File: src/rtl/vrf_op_requester.sv
// -----------------------------------------------------------------------------
// vrf_op_requester
//
// Purpose:
//   Accepts one operand request at a time from the vector instruction
//   launcher and turns it into word-sized VRF reads, one stream per operand
//   queue. Queue 0 reads register vs1 and queue 1 reads register vs2. Read
//   data returns one cycle after the grant and lands in a small per-queue
//   FIFO, which the VFUs drain through valid/ready.
//
// Ports:
//   clk_i, rst_ni          clock, synchronous active-low reset
//   op_req_valid_i/ready_o request handshake (ready only while idle)
//   op_req_vs1_i/vs2_i     source registers for queue 0 / queue 1
//   op_req_queue_i         per-queue enable mask
//   op_req_vlB_i           operand length in bytes
//   vrf_rd_valid_o/addr_o  per-queue read request and word address
//   vrf_rd_gnt_i           per-queue grant (ignored while valid is low)
//   vrf_rd_data_i          per-queue read data, one cycle after the grant
//   opq_valid_o/data_o     per-queue FIFO head
//   opq_ready_i            per-queue pop
// -----------------------------------------------------------------------------
module vrf_op_requester #(
  parameter int VLENB      = 64,
  parameter int DataBytes  = 8,
  parameter int NrOpQueue  = 2,
  parameter int QueueDepth = 4,
  localparam int WordsPerReg = VLENB / DataBytes,
  localparam int AddrW       = 5 + $clog2(WordsPerReg),
  localparam int VlBW        = $clog2(8 * VLENB) + 1,
  localparam int DataW       = 8 * DataBytes
) (
  input  logic                       clk_i,
  input  logic                       rst_ni,
  input  logic                       op_req_valid_i,
  output logic                       op_req_ready_o,
  input  logic [4:0]                 op_req_vs1_i,
  input  logic [4:0]                 op_req_vs2_i,
  input  logic [NrOpQueue-1:0]       op_req_queue_i,
  input  logic [VlBW-1:0]            op_req_vlB_i,
  output logic [NrOpQueue-1:0]       vrf_rd_valid_o,
  output logic [NrOpQueue*AddrW-1:0] vrf_rd_addr_o,
  input  logic [NrOpQueue-1:0]       vrf_rd_gnt_i,
  input  logic [NrOpQueue*DataW-1:0] vrf_rd_data_i,
  output logic [NrOpQueue-1:0]       opq_valid_o,
  output logic [NrOpQueue*DataW-1:0] opq_data_o,
  input  logic [NrOpQueue-1:0]       opq_ready_i
);

  localparam int PtrW     = (QueueDepth > 1) ? $clog2(QueueDepth) : 1;
  localparam int CntW     = $clog2(QueueDepth + 1);
  localparam int RegShift = $clog2(WordsPerReg);

  typedef enum logic {IDLE, BUSY} state_e;

  state_e               state_q, state_d;
  logic [AddrW-1:0]     base_q     [NrOpQueue];
  logic [AddrW-1:0]     base_d     [NrOpQueue];
  logic [AddrW-1:0]     idx_q      [NrOpQueue];
  logic [AddrW-1:0]     idx_d      [NrOpQueue];
  logic [VlBW-1:0]      rem_q      [NrOpQueue];
  logic [VlBW-1:0]      rem_d      [NrOpQueue];
  logic [NrOpQueue-1:0] inflight_q, inflight_d;
  logic [PtrW-1:0]      wr_ptr_q   [NrOpQueue];
  logic [PtrW-1:0]      wr_ptr_d   [NrOpQueue];
  logic [PtrW-1:0]      rd_ptr_q   [NrOpQueue];
  logic [PtrW-1:0]      rd_ptr_d   [NrOpQueue];
  logic [CntW-1:0]      cnt_q      [NrOpQueue];
  logic [CntW-1:0]      cnt_d      [NrOpQueue];
  logic [DataW-1:0]     mem_q      [NrOpQueue][QueueDepth];
  logic [DataW-1:0]     mem_d      [NrOpQueue][QueueDepth];

  logic                 req_fire;
  logic                 any_rem;
  logic [VlBW-1:0]      words;
  logic [NrOpQueue-1:0] gnt_eff;
  logic [NrOpQueue-1:0] push;
  logic [NrOpQueue-1:0] pop;

  function automatic logic [PtrW-1:0] inc_ptr(input logic [PtrW-1:0] p);
    return (p == PtrW'(QueueDepth - 1)) ? '0 : p + 1'b1;
  endfunction

  // Reset gates every handshake output so nothing moves while rst_ni is low,
  // even before the first reset edge has cleared the state.
  assign op_req_ready_o = (state_q == IDLE) && rst_ni;

  // ---------------------------------------------------------------------------
  // Outputs
  // ---------------------------------------------------------------------------
  always_comb begin
    // NOTE: every output gets a default before the loop so no path through
    // this block leaves a bit unassigned, which would infer a latch.
    vrf_rd_valid_o = '0;
    vrf_rd_addr_o  = '0;
    opq_valid_o    = '0;
    opq_data_o     = '0;
    for (int q = 0; q < NrOpQueue; q++) begin
      // A read may only issue when the FIFO is guaranteed a free slot for
      // its return data, counting the word already in flight.
      vrf_rd_valid_o[q] = rst_ni && (state_q == BUSY) && (rem_q[q] != '0) &&
                          (((CntW+1)'(cnt_q[q]) + (CntW+1)'(inflight_q[q])) <
                           (CntW+1)'(QueueDepth));
      vrf_rd_addr_o[q*AddrW +: AddrW] = base_q[q] + idx_q[q];
      opq_valid_o[q] = rst_ni && (cnt_q[q] != '0);
      opq_data_o[q*DataW +: DataW]    = mem_q[q][rd_ptr_q[q]];
    end
  end

  // ---------------------------------------------------------------------------
  // Next state
  // ---------------------------------------------------------------------------
  always_comb begin
    state_d    = state_q;
    base_d     = base_q;
    idx_d      = idx_q;
    rem_d      = rem_q;
    inflight_d = inflight_q;
    wr_ptr_d   = wr_ptr_q;
    rd_ptr_d   = rd_ptr_q;
    cnt_d      = cnt_q;
    mem_d      = mem_q;
    gnt_eff    = '0;
    push       = '0;
    pop        = '0;
    any_rem    = 1'b0;

    req_fire = op_req_valid_i && op_req_ready_o;
    // Round the byte length up to whole words; one spare bit absorbs the carry.
    words = VlBW'(({1'b0, op_req_vlB_i} + (VlBW+1)'(DataBytes - 1)) >> $clog2(DataBytes));

    for (int q = 0; q < NrOpQueue; q++) begin
      gnt_eff[q]    = vrf_rd_gnt_i[q] && vrf_rd_valid_o[q];
      push[q]       = inflight_q[q];
      pop[q]        = opq_valid_o[q] && opq_ready_i[q];
      inflight_d[q] = gnt_eff[q];

      if (push[q]) begin
        mem_d[q][wr_ptr_q[q]] = vrf_rd_data_i[q*DataW +: DataW];
        wr_ptr_d[q]           = inc_ptr(wr_ptr_q[q]);
      end
      if (pop[q]) rd_ptr_d[q] = inc_ptr(rd_ptr_q[q]);

      unique case ({push[q], pop[q]})
        2'b10:   cnt_d[q] = cnt_q[q] + 1'b1;
        2'b01:   cnt_d[q] = cnt_q[q] - 1'b1;
        default: cnt_d[q] = cnt_q[q];
      endcase

      // Requests are only accepted while idle, when no grant can be pending.
      if (req_fire) begin
        base_d[q] = AddrW'((q == 0) ? op_req_vs1_i : op_req_vs2_i) << RegShift;
        idx_d[q]  = '0;
        rem_d[q]  = op_req_queue_i[q] ? words : '0;
      end else if (gnt_eff[q]) begin
        idx_d[q]  = idx_q[q] + 1'b1;
        rem_d[q]  = rem_q[q] - 1'b1;
      end

      if (rem_d[q] != '0) any_rem = 1'b1;
    end

    unique case (state_q)
      IDLE:    if (req_fire && any_rem) state_d = BUSY;
      BUSY:    if (!any_rem)            state_d = IDLE;
      default:                          state_d = IDLE;
    endcase
  end

  // ---------------------------------------------------------------------------
  // Registers
  // ---------------------------------------------------------------------------
  // NOTE: sequential state uses non-blocking assignments so every flop samples
  // the pre-edge value of every other flop, independent of statement order.
  always_ff @(posedge clk_i) begin
    if (!rst_ni) state_q <= IDLE;
    else         state_q <= state_d;
  end

  always_ff @(posedge clk_i) begin
    if (!rst_ni) begin
      base_q     <= '{default: '0};
      idx_q      <= '{default: '0};
      rem_q      <= '{default: '0};
      inflight_q <= '0;
      wr_ptr_q   <= '{default: '0};
      rd_ptr_q   <= '{default: '0};
      cnt_q      <= '{default: '0};
    end else begin
      base_q     <= base_d;
      idx_q      <= idx_d;
      rem_q      <= rem_d;
      inflight_q <= inflight_d;
      wr_ptr_q   <= wr_ptr_d;
      rd_ptr_q   <= rd_ptr_d;
      cnt_q      <= cnt_d;
    end
  end

  // NOTE: FIFO storage is not reset; an entry is only read after it has been
  // written, because the occupancy counters are reset.
  always_ff @(posedge clk_i) begin
    mem_q <= mem_d;
  end

endmodule
File: config.mk
export PLATFORM = sky130hd
export DESIGN_NAME = vrf_op_requester
export DESIGN_NICKNAME = d
export VERILOG_FILES = /design/src/rtl/vrf_op_requester.sv
export SDC_FILE = /design/constraint.sdc
export NUM_CORES = 1
export LEC_CHECK = 0
export CORE_MARGIN = 2
export CORE_UTILIZATION = 58
export CTS_CLUSTER_SIZE = 12
export DETAILED_ROUTE_END_ITERATION = 8
export GPL_TIMING_DRIVEN = 0
export PLACE_DENSITY = 0.91
export REMOVE_ABC_BUFFERS = 1
export SYNTH_ARGS = -nofsm -noshare
export SYNTH_HDL_FRONTEND = slang
export SYNTH_SLANG_ARGS = --single-unit
File: constraint.sdc
create_clock -name clk_i -period 5.8 [get_ports clk_i]
set_input_delay 1.16 -clock clk_i [delete_from_list [all_inputs] [get_ports clk_i]]
set_output_delay 1.16 -clock clk_i [all_outputs]
set_load 0.02 [all_outputs]
Fig. 1: wiring heat map
Scale: 2 px per um. 40 x 40 tiles, from dark purple (low) to yellow (high), scaled to the fullest tile. Values are wire area over tile area, all layers added.
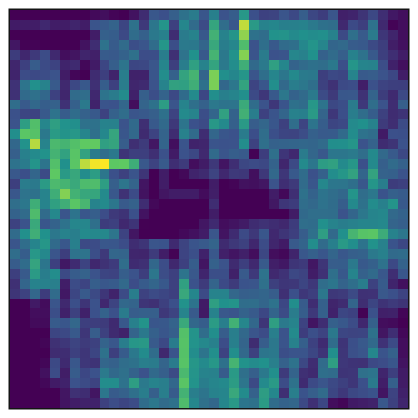
7.4% of the tiles are nearly empty. The mean over all tiles is 0.20. The fullest tile reaches 0.69. The emptiest ninth of the die: centre. 9.8% of the tiles are over half the peak.
drt total wl: 47.4 mm
GRT Total Usage: 24.1%
Avg WL per Cell: 23.9 um

Fig. 2: metal 3
Scale: 2 px per um.
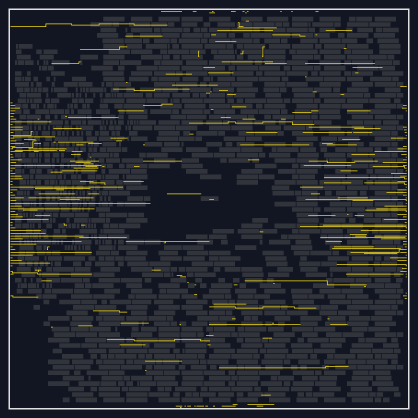
The longest straight run is 69.7 um. 215 nets have wire on it. The layer carries 3,170 um of wire. The wires run mostly horizontal. The layer holds 6.7% of the routed length.

==> GITHUB_STEP_SUMMARY <==
## Synthesis and layout report

| Metric | Value |
|---|---|
| Leading cell type by number of instances after synthesis | `edfxtp_1` |
| Status | `finished, final reports clean` |
| Crit path capture type | `primary output` |
| Die H | `199 um` |
| Leak | `around 0.009 uW` |
| Asr flop ratio synth | `0%` |
| Commonest cells post-synth | `edfxtp_1 (512), mux4_2 (128), dfxtp_1 (63)` |
| Top area cell types | `edfxtp_1 (70%), mux4_2 (13%), dfxtp_1 (5.7%)` |
| Chip area | `39,600 um^2` |
| Pre-CTS WS | `731 ps` |
| Crit path top cell by count | `clkdlybuf4s50_1` |
| Hold_sp | `base_q[3]` |
| Syn Inst Count | `1,112` |
| Total gr overflow | `0` |
| Post-DP HPWL | `28.7 mm` |
| Max-Cap Viols | `0` |
| Maximum level of the CTS H-tree | `2` |
| CTS tree | `yes` |
| Via count | `11,500` |
| Sink Count | `575` |
| PwrDens | `313 nW/um^2` |
| DR iter-0 viols | `around 740` |
| Layout cells sized above 1 | `15.7%` |
| Nets | `roughly 1,600` |
| Num ports | `a little over 300` |
| Max transition margin | `a little under a quarter` |
| Peak VDD IR | `0.000220 V` |
| Setup slack, reg-to-reg | `roughly 2800 ps` |
| Worst path max stage delay | `1070 ps` |
| Clock tree buffer depth | `3` |
| Type of the worst setup path | `in2out` |
| Mapped Area | `22,100 um^2` |
| RSZ-0062 raised after global routing | `false` |
| Global-route wire length before repair | `70.1 mm` |
Fig. 3: cells by drive strength
Scale: 1.5 px per um.
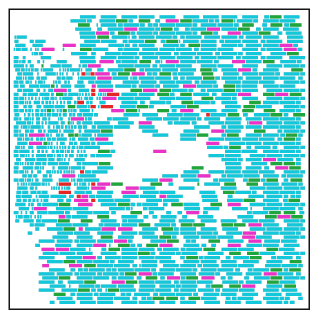
Key: drive 1 or less = cyan [cells 1,236]; drive 3 to 4 = red [cells 15]; drive 6 and up = magenta [cells 76]; drive 2 = green [cells 139]

Fig. 4: clock routing
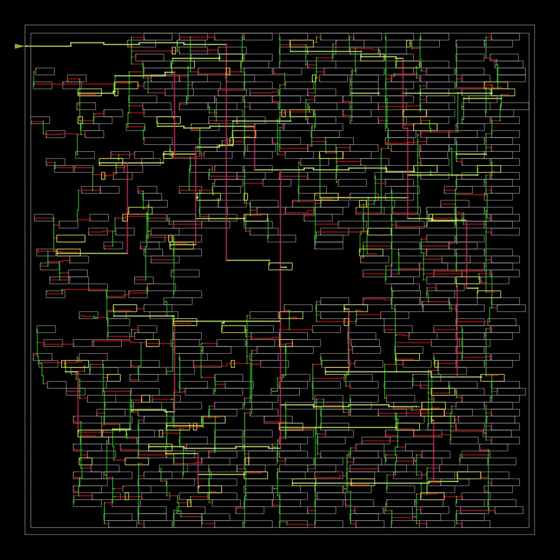
clkbuf count: 78
Setup Skew: 7.25 ps

-- layer usage --
layer | up-vias | wire length, um | track usage (%) | part of all wire, %
met5 | - | 16 | 0 | 0.034
met4 | 2 | 1870 | 10.1 | 4.0
met3 | 100 | 3170 | 5.95 | 6.7
met2 | 420 | 24900 | 41.9 | 52
met1 | 5895 | 17500 | 28.7 | 37
li1 | 5113 | - | - | -
-- power groups by stage --
stage / clock [uW] / sequential, uW / combinational (uW)
2_1_floorplan: 0 / 4700 / 344
3_3_place_gp: 0 / 4720 / 672
3_5_place_dp: 0 / 4700 / 706
4_1_cts: 3350 / 4610 / 717
5_1_grt: 3510 / 4620 / 760
6_report: 3300 / 4610 / 716
-- cell families (layout without fill, tap and decap cells) --
logic type / Yosys count / count (layout) / share of synthesized area, %
DFF: 575 / 575 / 75.4
and+or+nand+nor: 188 / 188 / 4.30
muxes: 137 / 137 / 13.5
buffers and inverters: 79 / 433 / 1.53
AOI/OAI and AO/OA: 62 / 62 / 1.85
xor gates and xnor gates: 43 / 43 / 1.71
adders and majority gates: 28 / 28 / 1.72
other: 0 / 10 / 0
-- sequential cells by signal, indices dropped and copies added, names as in the netlist --
register	count
idx_q	16
wr_ptr_q	4
mem_q	512
inflight_q	2
rem_q	20
rd_ptr_q	4
base_q	10
cnt_q	6
state_q	1
-- layout make-up --
cell class | count | area [um^2] | area share [%]
Inverter | 29 | 109 | 0.395
Clock inverter | 9 | 77.6 | 0.282
Clock buffer | 78 | 1550 | 5.61
Antenna cell | 10 | 25.0 | 0.0908
Timing Repair Buffer | 317 | 3380 | 12.3
Sequential cell | 575 | 16700 | 60.4
Multi-Input combinational cell | 458 | 5110 | 18.6
Tap cell | 511 | 639 | 2.32
-- worst paths after layout --
path | to | cells after the start
worst min-delay path | base_q[3] | 2
worst max register to register | state_q | 9
worst min register to register | base_q[3] | 2
worst max-delay path | opq_valid_o[0] | 4
-- worst max-delay path: cells and delay by family --
| family | cells | cell delay (ps) |
|---|---|---|
| buffers and inverters | 3 | 2380 |
| and+or+nand+nor | 1 | 400 |
-- per-stage QoR --
stage          setup TNS [ps]  total power (uW)  util [%]  instance area (um^2)
6_report                    0              8620      73.3                 27500
5_1_grt                     0              8890      73.3                 27500
2_1_floorplan               0              5040         -                 21800
3_3_place_gp           -61010              5390      67.9                 25500
3_5_place_dp                0              5400      68.9                 25900
4_1_cts                     0              8680      73.2                 27500
No activity file was given, so power comes from the tool's default toggle rates.
